<file path="src/rtl/adder_pkg.sv">
// Shared types and helpers for the chunked pipelined adder.
// Holds the configuration check and the saturation constant helper.
package adder_pkg;

    // Per-stage control flags carried alongside the chunk data.
    typedef struct packed {
        logic valid;
        logic carry;
        logic ovf;
    } stage_flags_t;

    function automatic int chunk_w(input int width, input int stages);
        return width / stages;
    endfunction

    function automatic bit cfg_ok(input int width, input int stages);
        return (width >= 2) && (stages >= 1) && (stages <= width)
            && ((width % stages) == 0);
    endfunction

    // One bit of the signed max (neg=0) or signed min (neg=1) constant.
    function automatic logic sat_bit(input logic neg, input logic is_msb);
        return is_msb ? neg : ~neg;
    endfunction

endpackage

</file>
<file path="src/rtl/pipelined_adder_if.sv">
// Stream handshake bundle for the pipelined adder.
// Operand side and result side share one interface.
interface pipelined_adder_if #(
    parameter int WIDTH = 32
);
    logic             in_valid;
    logic             in_ready;
    logic [WIDTH-1:0] in_a;
    logic [WIDTH-1:0] in_b;
    logic             in_cin;
    logic             out_valid;
    logic             out_ready;
    logic [WIDTH-1:0] out_sum;
    logic             out_cout;
    logic             out_ovf;

    modport master (
        output in_valid, in_a, in_b, in_cin, out_ready,
        input  in_ready, out_valid, out_sum, out_cout, out_ovf
    );

    modport slave (
        input  in_valid, in_a, in_b, in_cin, out_ready,
        output in_ready, out_valid, out_sum, out_cout, out_ovf
    );
endinterface

</file>
<file path="src/rtl/adder_stage.sv">
// One CW-bit ripple chunk of the pipelined adder with its registers.
// PIPELINED_ADDER_SATURATE_EN adds the clamp in the last stage.
module adder_stage
    import adder_pkg::*;
#(
    parameter int WIDTH = 32,
    parameter int CW    = 8,
    parameter int IDX   = 0,
    parameter bit LAST  = 1'b1
) (
    input  logic             clk,
    input  logic             rst_n,
    input  logic             load,
    input  logic             valid_in,
    input  logic [WIDTH-1:0] a,
    input  logic [WIDTH-1:0] b,
    input  logic [WIDTH-1:0] sum_in,
    input  logic             cin,
    output logic             valid_q,
    output logic [WIDTH-1:0] a_q,
    output logic [WIDTH-1:0] b_q,
    output logic [WIDTH-1:0] sum_q,
    output logic             carry_q,
    output logic             ovf_q
);
    localparam int LO = IDX * CW;

    stage_flags_t     flags_q;
    logic [WIDTH-1:0] sum_d;
    logic             c;
    logic             ovf_d;

    always_comb begin
        sum_d = sum_in;
        c     = cin;
        for (int i = 0; i < CW; i++) begin
            sum_d[LO+i] = a[LO+i] ^ b[LO+i] ^ c;
            c = (a[LO+i] & b[LO+i]) | (c & (a[LO+i] ^ b[LO+i]));
        end
        ovf_d = LAST && (a[WIDTH-1] == b[WIDTH-1])
             && (sum_d[WIDTH-1] != a[WIDTH-1]);
`ifdef PIPELINED_ADDER_SATURATE_EN
        if (ovf_d) begin
            for (int i = 0; i < WIDTH; i++) begin
                sum_d[i] = sat_bit(a[WIDTH-1], i == WIDTH - 1);
            end
        end
`endif
    end

    // Data only moves with a valid beat; empty stages keep stale data.
    always_ff @(posedge clk) begin
        if (!rst_n) begin
            flags_q <= '0;
            a_q     <= '0;
            b_q     <= '0;
            sum_q   <= '0;
        end else if (load) begin
            flags_q.valid <= valid_in;
            if (valid_in) begin
                a_q           <= a;
                b_q           <= b;
                sum_q         <= sum_d;
                flags_q.carry <= c;
                flags_q.ovf   <= ovf_d;
            end
        end
    end

    assign valid_q = flags_q.valid;
    assign carry_q = flags_q.carry;
    assign ovf_q   = flags_q.ovf;

endmodule

</file>
<file path="src/rtl/pipelined_adder.sv">
// Streaming adder: carry chain split into STAGES registered chunks.
// Optional clamp on signed overflow: PIPELINED_ADDER_SATURATE_EN.
module pipelined_adder
    import adder_pkg::*;
#(
    parameter int WIDTH  = 32,
    parameter int STAGES = 4
) (
    input  logic             clk,
    input  logic             rst_n,
    pipelined_adder_if.slave io
);
    localparam int CW = chunk_w(WIDTH, STAGES);

    if (!cfg_ok(WIDTH, STAGES)) begin : g_bad_cfg
        $fatal(1, "pipelined_adder: WIDTH/STAGES invalid");
    end

    logic [STAGES-1:0] valid_w;
    logic [STAGES:0]   load;
    logic [WIDTH-1:0]  a_w   [STAGES];
    logic [WIDTH-1:0]  b_w   [STAGES];
    logic [WIDTH-1:0]  sum_w [STAGES];
    logic              carry_w [STAGES];
    logic              ovf_w   [STAGES];
    logic              unused_ops;

    // A stage advances when empty or when its successor advances.
    always_comb begin
        load         = '0;
        load[STAGES] = io.out_ready;
        for (int k = STAGES - 1; k >= 0; k--) begin
            load[k] = !valid_w[k] || load[k+1];
        end
    end

    for (genvar k = 0; k < STAGES; k++) begin : g_stage
        logic [WIDTH-1:0] a_i;
        logic [WIDTH-1:0] b_i;
        logic [WIDTH-1:0] s_i;
        logic             v_i;
        logic             c_i;

        if (k == 0) begin : g_first
            assign a_i = io.in_a;
            assign b_i = io.in_b;
            assign s_i = '0;
            assign v_i = io.in_valid;
            assign c_i = io.in_cin;
        end else begin : g_next
            assign a_i = a_w[k-1];
            assign b_i = b_w[k-1];
            assign s_i = sum_w[k-1];
            assign v_i = valid_w[k-1];
            assign c_i = carry_w[k-1];
        end

        adder_stage #(
            .WIDTH (WIDTH),
            .CW    (CW),
            .IDX   (k),
            .LAST  (k == STAGES - 1)
        ) u_stage (
            .clk      (clk),
            .rst_n    (rst_n),
            .load     (load[k]),
            .valid_in (v_i),
            .a        (a_i),
            .b        (b_i),
            .sum_in   (s_i),
            .cin      (c_i),
            .valid_q  (valid_w[k]),
            .a_q      (a_w[k]),
            .b_q      (b_w[k]),
            .sum_q    (sum_w[k]),
            .carry_q  (carry_w[k]),
            .ovf_q    (ovf_w[k])
        );
    end

    assign io.in_ready  = rst_n && load[0];
    assign io.out_valid = rst_n && valid_w[STAGES-1];
    assign io.out_sum   = sum_w[STAGES-1];
    assign io.out_cout  = carry_w[STAGES-1];
    assign io.out_ovf   = ovf_w[STAGES-1];

    assign unused_ops = ^{a_w[STAGES-1], b_w[STAGES-1]};

endmodule

</file>
<file path="src/flat_wrapper.sv">
// flat-port wrapper written by rule: the top's interface ports become plain ports
module pipelined_adder_flat import adder_pkg::*;
#(
    parameter int WIDTH  = 32,
    parameter int STAGES = 4
)
  (clk, rst_n, io_in_valid, io_in_a, io_in_b, io_in_cin, io_out_ready, io_in_ready, io_out_valid, io_out_sum, io_out_cout, io_out_ovf);
  pipelined_adder_if #(.WIDTH(WIDTH)) io_i ();
  input  logic clk;
  input  logic rst_n;
  input wire logic [$bits(io_i.in_valid)-1:0] io_in_valid;
  input wire logic [$bits(io_i.in_a)-1:0] io_in_a;
  input wire logic [$bits(io_i.in_b)-1:0] io_in_b;
  input wire logic [$bits(io_i.in_cin)-1:0] io_in_cin;
  input wire logic [$bits(io_i.out_ready)-1:0] io_out_ready;
  output wire logic [$bits(io_i.in_ready)-1:0] io_in_ready;
  output wire logic [$bits(io_i.out_valid)-1:0] io_out_valid;
  output wire logic [$bits(io_i.out_sum)-1:0] io_out_sum;
  output wire logic [$bits(io_i.out_cout)-1:0] io_out_cout;
  output wire logic [$bits(io_i.out_ovf)-1:0] io_out_ovf;
  assign io_i.in_valid = io_in_valid;
  assign io_i.in_a = io_in_a;
  assign io_i.in_b = io_in_b;
  assign io_i.in_cin = io_in_cin;
  assign io_i.out_ready = io_out_ready;
  assign io_in_ready = io_i.in_ready;
  assign io_out_valid = io_i.out_valid;
  assign io_out_sum = io_i.out_sum;
  assign io_out_cout = io_i.out_cout;
  assign io_out_ovf = io_i.out_ovf;
  pipelined_adder #(.WIDTH(WIDTH), .STAGES(STAGES)) u_core (.clk(clk), .rst_n(rst_n), .io(io_i));
endmodule
</file>
<file path="config.mk">
export PLATFORM = sky130hd
export DESIGN_NAME = pipelined_adder_flat
export DESIGN_NICKNAME = d
export VERILOG_FILES = /design/src/rtl/adder_pkg.sv /design/src/rtl/pipelined_adder_if.sv /design/src/rtl/adder_stage.sv /design/src/rtl/pipelined_adder.sv /design/src/flat_wrapper.sv
export SDC_FILE = /design/constraint.sdc
export NUM_CORES = 1
export LEC_CHECK = 0
export ABC_CLOCK_PERIOD_IN_PS = 8100
export CAP_MARGIN = 20
export CELL_PAD_IN_SITES_DETAIL_PLACEMENT = 0
export CELL_PAD_IN_SITES_GLOBAL_PLACEMENT = 1
export CORE_AREA = 2 2 142 144
export DETAILED_ROUTE_END_ITERATION = 8
export DIE_AREA = 0 0 144 146
export PLACE_DENSITY_LB_ADDON = 0.08
export SLEW_MARGIN = 20
export SYNTH_ARGS = -nofsm -noshare
export SYNTH_HDL_FRONTEND = slang
export SYNTH_SLANG_ARGS = --single-unit
</file>
<file path="constraint.sdc">
create_clock -name clk -period 8.1 [get_ports clk]
set_clock_uncertainty 0.1 [all_clocks]
set_input_delay 0.81 -clock clk [delete_from_list [all_inputs] [get_ports clk]]
set_output_delay 0.81 -clock clk [all_outputs]
set_load 0.1 [all_outputs]
</file>
run_1/drive_strength.png
Scale: 3 px per um.
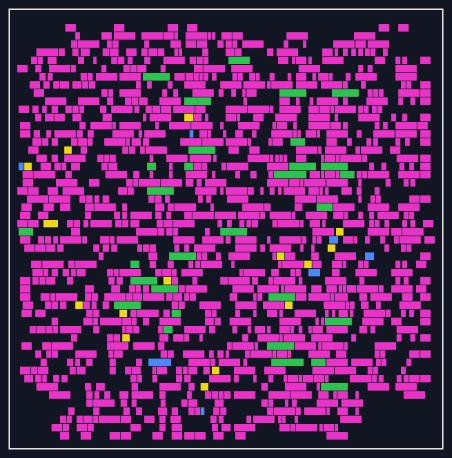
| colour | size | cells | share |
|---|---|---|---|
| yellow | drive 3 to 4 | 15 | 1.5% |
| blue | drive 2 | 7 | 0.68% |
| green | drive 6 and up | 30 | 2.9% |
| magenta | drive 1 or less | 973 | 95% |

run_1/registers.png
Scale: 2 px per um. Other sequential cells in the stronger grey, the rest of the logic in the fainter grey.
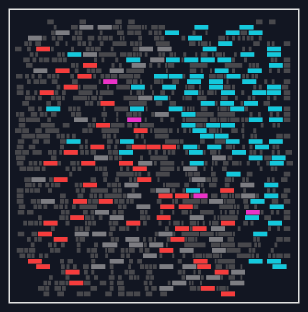
| colour | name in the netlist | placed flops |
|---|---|---|
| cyan | `u_core.g_stage.u_stage.sum_q` | 80 |
| red | `u_core.g_stage.u_stage.b_q` | 48 |
| magenta | `u_core.g_stage.u_stage.carry_q` | 4 |
not coloured: 53

run_1/final_clocks.png
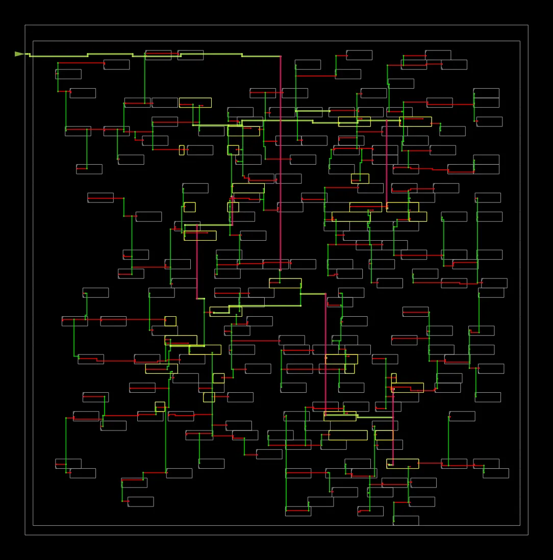
total clock network power: 0.849 mW
Sink Count: 185
number of CTS-inserted buffers: 17

==> qor_table.md, run 1 <==
| Parameter | Value | Unit |
|---|---|---|
| Top-level port count | 105 | - |
| Placed cells | 1258 | - |
| Switching Fraction | 25.6 | % |
| Internal power summed over all cells | 1.53 | mW |
| IR Drop Worst-Case VDD | 0.147 | mV |
| Die span in y | 146 | um |
| Most frequent cell after synthesis | sky130_fd_sc_hd__dfxtp_1 | - |
| Placed wire-length estimate after detailed placement | 14.1 | mm |
| Commonest cells in the synthesized netlist | sky130_fd_sc_hd__dfxtp_1 (185), sky130_fd_sc_hd__nand4_1 (134), sky130_fd_sc_hd__nand3_1 (98) | - |
| Avg Synthesized Cell Area | 8.95 | sq um |
| Run status | finished clean | - |
| Worst setup path class | input pin to register | - |
| Yosys stat cell total | 989 | - |
| Fraction of standard cell area that is sequential | 35.8 | % |
| Cell area after placement | 0.00975 | sq mm |
| Drt first pass iters | 5 | - |
| Part of the total power dissipated in combinational logic | 10.7 | % |
| Fin crit period | 4.60 | ns |
| Reported sequential group power | 0.993 | mW |
| Count of flip-flops with a built-in enable after synthesis | 0 | - |
| Post-synthesis cell area | 0.00885 | sq mm |
| Iteration-0 DRC Markers | 555 | - |
| Proportion of netlist area held by the largest area contributor | 41.8 | % |
| Final RePlAce weighted congestion | 0.743 | - |
| Yosys Warn Count | 0 | - |
| Nature of the critical path endpoint | register | - |
| CTS HTree Levels | 4 | - |
| Most numerous logic cell after layout | sky130_fd_sc_hd__dfxtp_1 | - |
| Global routing's busiest layer | met1 | - |
| Routing usage on met3 | 4.08 | % |
| Tightest Hold Check Type | register to register | - |
| Relative slew slack | 31.8 | % |
| Design area | 0.0104 | sq mm |
| Tap Cells | 265 | - |
| Net switching power | 0.528 | mW |
| Overall via count from detail_route | 7334 | - |
| Reg clk slew, reported paths | 0.06 | ns |
| Number of instances resized during post-cts repair | 0 | - |
| Critical Path Source | io_in_cin | - |
| Critical path arrival | 4.84 | ns |
| Data required time of the worst path | 8.34 | ns |
| Tool Warnings | 35 | - |
| Maximum operating frequency | 218 | MHz |
| GR Layer Usage met2 | 29.6 | % |
| Pre-CTS worst setup slack | 3.07 | ns |
| Critical path's most frequent cell | sky130_fd_sc_hd__fa_1 | - |
| FF/Latch Area | 0.00370 | sq mm |
| Critical register-to-register path startpoint | u_core.g_stage[0].u_stage.carry_q | - |
| Post-CTS Setup Inserts | 0 | - |
| Final Hold Fails | 0 | - |
| Floorplan Core Area | 0.0193 | sq mm |
| Number of setup violations in the final report | 0 | - |
| Sequential area share after synthesis | 41.8 | % |
| CP Max Fanout | 1 | - |
| Worst hold path stage count | 2 | - |
| Via density per instance | 5.69 | - |
| Number of register bits inferred by synthesis | 185 | - |
| Finished Layout Cells | 1290 | - |
| Capturing point of the worst reg2reg path | u_core.g_stage[1].u_stage.sum_q[15] | - |
| Share of async-settable or async-resettable flops after synthesis | 0 | % |
| Setup repair after global routing missed its margin | false | - |
| Layout-stage area growth over the synthesis result | 17.0 | % |
| Buf/Inv on CP | 4 | - |
| Pin count of the biggest net entering global routing | 117 | - |
| Post-route DRC | 0 | - |
| Signal buffers | 116 | - |
| Count of cells along the worst register-to-register path | 12 | - |
| Total Negative Setup Slacks | 0 | ns |
| Smallest setup slack after layout | 3.50 | ns |
| Fin. max-slew vios | 0 | - |
| Clock latency on the worst-skew pair | 0.44 | ns |
| Yosys stat area | 0.00885 | sq mm |
| Nonclk inv count | 35 | - |
| Total Nets Final | 1114 | - |
| Layout filler cell count | 1851 | - |
| Slew at the pin closest to its max-slew limit | 1.02 | ns |
| Cell-by-cell listing of the critical path | clkdlybuf4s50_1 > fa_1 > inv_1 > fa_1 > inv_1 > fa_1 > fa_1 > fa_1 > fa_1 > fa_1 > inv_1 > fa_1 > o211a_1 > a211oi_1 | - |
| Levels on crit path | 14 | - |
| Layout multi-input combinational cell count | 657 | - |
| Root cell of the clock tree | sky130_fd_sc_hd__clkbuf_16 | - |
| Die boundary width | 144 | um |
| Distinct lib cells | 34 | - |
| Final worst path period share | 56.7 | % |
| Most common reg cell | sky130_fd_sc_hd__dfxtp_1 | - |
| Critical Path Max Stage Delay | 0.43 | ns |
| Overall track demand over capacity in global routing | 21.8 | % |
| Post-Syn Nets | 1091 | - |
| Antenna diodes | 0 | - |
| Yosys top cell by area | sky130_fd_sc_hd__dfxtp_1 | - |
| Crit-path slowest cell | sky130_fd_sc_hd__clkdlybuf4s50_1 | - |
| # Max-Cap Violations | 0 | - |
| Number of hold buffers added after CTS | 0 | - |
| Area-dominant cell class after layout | combinational gates | - |
| FFs & Latches | 185 | - |
| Endpoint of the most critical setup path | u_core.g_stage[0].u_stage.sum_q[7] | - |
| Combined area of the multi-input logic cells | 0.00445 | sq mm |
==> run 1: cells by family after synthesis <==
group / share of synthesized area, %
adders and majority gates: 7.38
AOI/OAI and AO/OA: 12.5
buffers and inverters: 8.07
muxes: 5.20
xor gates and xnor gates: 0.0990
DFF: 41.8
and+or+nand+nor: 24.9
==> run 1: per-layer routing <==
metal,wire [um],vias up
met2,9510,161
met5,0,-
met1,11700,3485
met3,916,14
li1,-,3674
met4,172,0
==> run 1: state kept, by name, indices dropped and copies added (netlist names) <==
signal / count
u_core.g_stage.u_stage.ovf_q: 1
u_core.g_stage.u_stage.carry_q: 4
u_core.g_stage.u_stage.b_q: 48
u_core.g_stage.u_stage.valid_q: 4
u_core.g_stage.u_stage.sum_q: 80
u_core.g_stage.u_stage.a_q: 48
run_1/wire_density.png
Scale: 2 px per um. 29 x 29 tiles, from black (low) to pale yellow (high), scaled to the fullest tile. Values are wire area over tile area, all layers added.
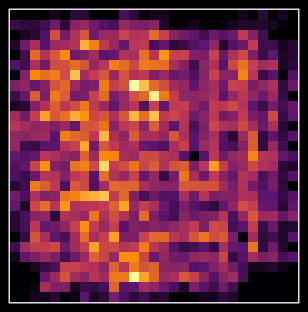

==> run 2: changes to the inputs <==
- ABC_CLOCK_PERIOD_IN_PS: 8100 -> 4000
- CORE_AREA: 2 2 142 144 -> 2 2 154 156
- DIE_AREA: 0 0 144 146 -> 0 0 156 158
- clock period: 8.1 -> 4 ns (I/O delays scaled with it)
run_2/wire_density.png
Scale: 2 px per um. 31 x 32 tiles, from black (low) to pale yellow (high), scaled to the fullest tile. Values are wire area over tile area, all layers added.
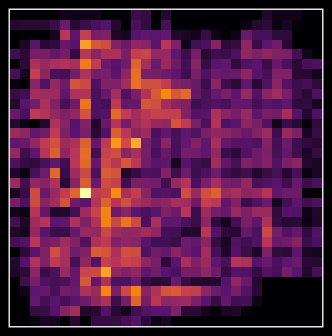
mean over tiles: 0.15
tiles over half the peak: 10%
emptiest ninth of the die: bottom right
nearly empty tiles: 11%
fullest tile: 0.55

run_2/drive_strength.png
Scale: 3 px per um.
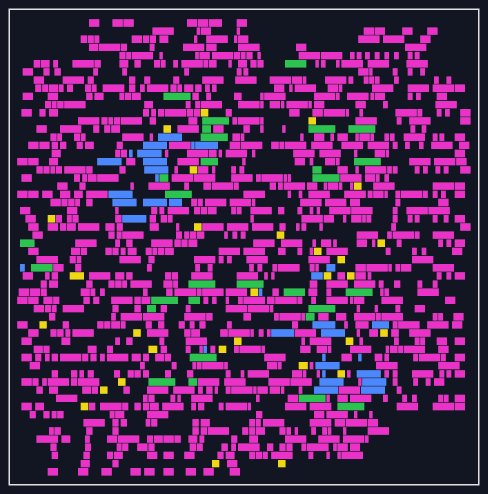
| colour | size | cells | share |
|---|---|---|---|
| green | drive 6 and up | 29 | 2.8% |
| magenta | drive 1 or less | 943 | 91% |
| yellow | drive 3 to 4 | 29 | 2.8% |
| blue | drive 2 | 33 | 3.2% |

==> run 2 against run 1 <==
  * Cell area up 1.2%
  * Setup slack worse by 3.4 ns
  * Die area up 17%
  * Highest routed layer unchanged
==> qor_table.md, run 2 <==
| Parameter | Value | Unit | Change |
|---|---|---|---|
| Run status | finished clean | - | unchanged |
| Number of flip-flops in the largest register | 80 | - | unchanged |
| Distinct lib cells | 34 | - | unchanged |
| Crit-path slowest cell | sky130_fd_sc_hd__clkdlybuf4s50_1 | - | unchanged |
| Avg Synthesized Cell Area | 8.95 | sq um | unchanged |
| Die boundary width | 156 | um | was 144 um |
| Final worst path period share | 96.9 | % |  |
| Largest regs | u_core.g_stage.u_stage.sum_q: 80 flops, u_core.g_stage.u_stage.a_q: 48 flops, u_core.g_stage.u_stage.b_q: 48 flops | - | unchanged |
| Post-Syn Nets | 1091 | - | unchanged |
| Layout-stage area growth over the synthesis result | 18.4 | % | was 17.0% |
| Overall track demand over capacity in global routing | 19.7 | % | was 21.8% |
| Total Nets Final | 1123 | - | was 1114 |
| Post-synthesis cell area | 0.00885 | sq mm | unchanged |
| Buf/Inv on CP | 4 | - | unchanged |
| Count of flip-flops with a built-in enable after synthesis | 0 | - | unchanged |
| Tightest Hold Check Type | input pin to register | - | was register to register |
| Critical path arrival | 4.12 | ns | was 4.84 ns |
| Critical path's most frequent cell | sky130_fd_sc_hd__fa_2 | - | was sky130_fd_sc_hd__fa_1 |
| Commonest cells in the synthesized netlist | sky130_fd_sc_hd__dfxtp_1 (185), sky130_fd_sc_hd__nand4_1 (134), sky130_fd_sc_hd__nand3_1 (98) | - | unchanged |
| CTS HTree Levels | 4 | - | unchanged |
| Most numerous logic cell after layout | sky130_fd_sc_hd__dfxtp_1 | - | unchanged |
| Met2 routed WL | 9.68 | mm | was 9.51 mm |
| Maximum operating frequency | 258 | MHz |  |
| Number of setup violations in the final report | 0 | - | unchanged |
| Detailed-routing wirelength on met1 | 12.7 | mm | was 11.7 mm |
| Proportion of netlist area held by the largest area contributor | 41.8 | % | unchanged |
| Tool Warnings | 32 | - | was 35 |
| Part of the total power dissipated in combinational logic | 11.5 | % | was 10.7% |
| IR Drop Worst-Case VDD | 0.279 | mV | was 0.147 mV |
| Cell-by-cell listing of the critical path | clkdlybuf4s50_1 > fa_1 > inv_1 > fa_1 > inv_1 > fa_2 > fa_2 > fa_2 > fa_2 > fa_2 > inv_2 > fa_1 > o211a_1 > a211oi_1 | - | was clkdlybuf4s50_1 > fa_1 > inv_1 > fa_1 > inv_1 > fa_1 > fa_1 > fa_1 > fa_1 > fa_1 > inv_1 > fa_1 > o211a_1 > a211oi_1 |
| Overall via count from detail_route | 7356 | - | was 7334 |
| Reg clk slew, reported paths | 0.07 | ns | was 0.06 ns |
| Signal buffers | 125 | - | was 116 |
| Area-dominant cell class after layout | combinational gates | - | unchanged |
| Number of instances resized during post-cts repair | 13 | - | was 0 |
| Design area | 0.0105 | sq mm | was 0.0104 sq mm |
| Net switching power | 1.14 | mW | was 0.528 mW |
| Number of register bits inferred by synthesis | 185 | - | unchanged |
| Layout multi-input combinational cell count | 657 | - | unchanged |
| Prevailing logic family in the synthesized netlist | simple AND/OR/NAND/NOR gates | - | unchanged |
| # Max-Cap Violations | 0 | - | unchanged |
| Relative slew slack | 34.5 | % | was 31.8% |
| Register bank with the most flops | u_core.g_stage.u_stage.sum_q | - | unchanged |
| Met3 wire length | 888 | um | was 916 um |
| Iteration-0 DRC Markers | 522 | - | was 555 |
| Fin crit period | 3.88 | ns |  |
| Via density per instance | 5.56 | - | was 5.69 |
| Nonclk inv count | 35 | - | unchanged |
| Placed wire-length estimate after detailed placement | 15.3 | mm | was 14.1 mm |
| Final RePlAce weighted congestion | 0.746 | - | was 0.743 |
| Mux contribution to synthesized area | 5.20 | % | unchanged |
| Levels on crit path | 14 | - | unchanged |
| Combined area of the multi-input logic cells | 0.00450 | sq mm | was 0.00445 sq mm |
| Fraction of standard cell area that is sequential | 35.4 | % | was 35.8% |
| Final-layout clock-cell area share | 5.35 | % | was 5.81% |
| Finished Layout Cells | 1324 | - | was 1290 |
| Count of cells along the worst register-to-register path | 14 | - | was 12 |
| Yosys stat cell total | 989 | - | unchanged |
| Critical register-to-register path startpoint | u_core.g_stage[2].u_stage.carry_q | - | was u_core.g_stage[0].u_stage.carry_q |
| Global routing's busiest layer | met1 | - | unchanged |
| Most common reg cell | sky130_fd_sc_hd__dfxtp_1 | - | unchanged |
| Worst setup path class | input pin to register | - | unchanged |
| Nature of the critical path endpoint | register | - | unchanged |
| Post-CTS Setup Inserts | 0 | - | unchanged |
| Number of hold buffers added after CTS | 0 | - | unchanged |
| Adder and majority gate portion of the synthesized area | 7.38 | % | unchanged |
| Root cell of the clock tree | sky130_fd_sc_hd__clkbuf_16 | - | unchanged |
| Share of async-settable or async-resettable flops after synthesis | 0 | % | unchanged |
| Cell area after placement | 0.00986 | sq mm | was 0.00975 sq mm |
| Top-level port count | 105 | - | unchanged |
| Placed cells | 1292 | - | was 1258 |
| GR Layer Usage met2 | 27.4 | % | was 29.6% |
| Top Layer Used | met4 | - | unchanged |
| Critical Path Max Stage Delay | 0.42 | ns | was 0.43 ns |
| Tap Cells | 290 | - | was 265 |
| Pin count of the biggest net entering global routing | 112 | - | was 117 |
| FFs & Latches | 185 | - | unchanged |
| Antenna diodes | 0 | - | unchanged |
| Yosys Warn Count | 0 | - | unchanged |
| Floorplan Core Area | 0.0231 | sq mm | was 0.0193 sq mm |
| Switching Fraction | 27.8 | % | was 25.6% |
| Layout filler cell count | 2249 | - | was 1851 |
| Smallest setup slack after layout | 0.122 | ns | was 3.50 ns |
run_2/registers.png
Scale: 2 px per um. Other sequential cells in the stronger grey, the rest of the logic in the fainter grey.
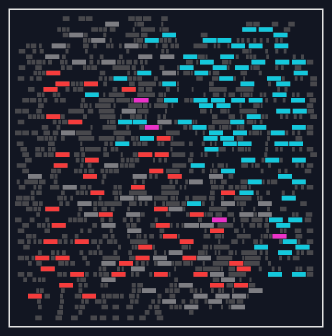
| colour | name in the netlist | placed flops |
|---|---|---|
| magenta | `u_core.g_stage.u_stage.carry_q` | 4 |
| red | `u_core.g_stage.u_stage.b_q` | 48 |
| cyan | `u_core.g_stage.u_stage.sum_q` | 80 |

[run 2: cell counts after synthesis]
No cell type changed its count.
[run 2: power groups by stage]
stage               clock (mW)  sequential, mW  combinational, mW
global route              1.73            2.02              0.523
CTS                       1.66            2.00              0.466
finish                    1.61            2.01              0.471
floorplan                    0            2.03              0.289
global placement             0            2.04              0.460
detailed placement           0            2.05              0.462
[run 2: per-stage QoR]
step,setup TNS [ns],hold WS (ns),power [mW]
6_report,0,0.350,4.09
3_3_place_gp,-0.829,0.346,2.50
5_1_grt,-0.0123,0.372,4.27
4_1_cts,0,0.361,4.13
3_5_place_dp,-1.06,0.349,2.51
2_1_floorplan,0,0.328,2.32
Power and IR drop assume default switching activity.
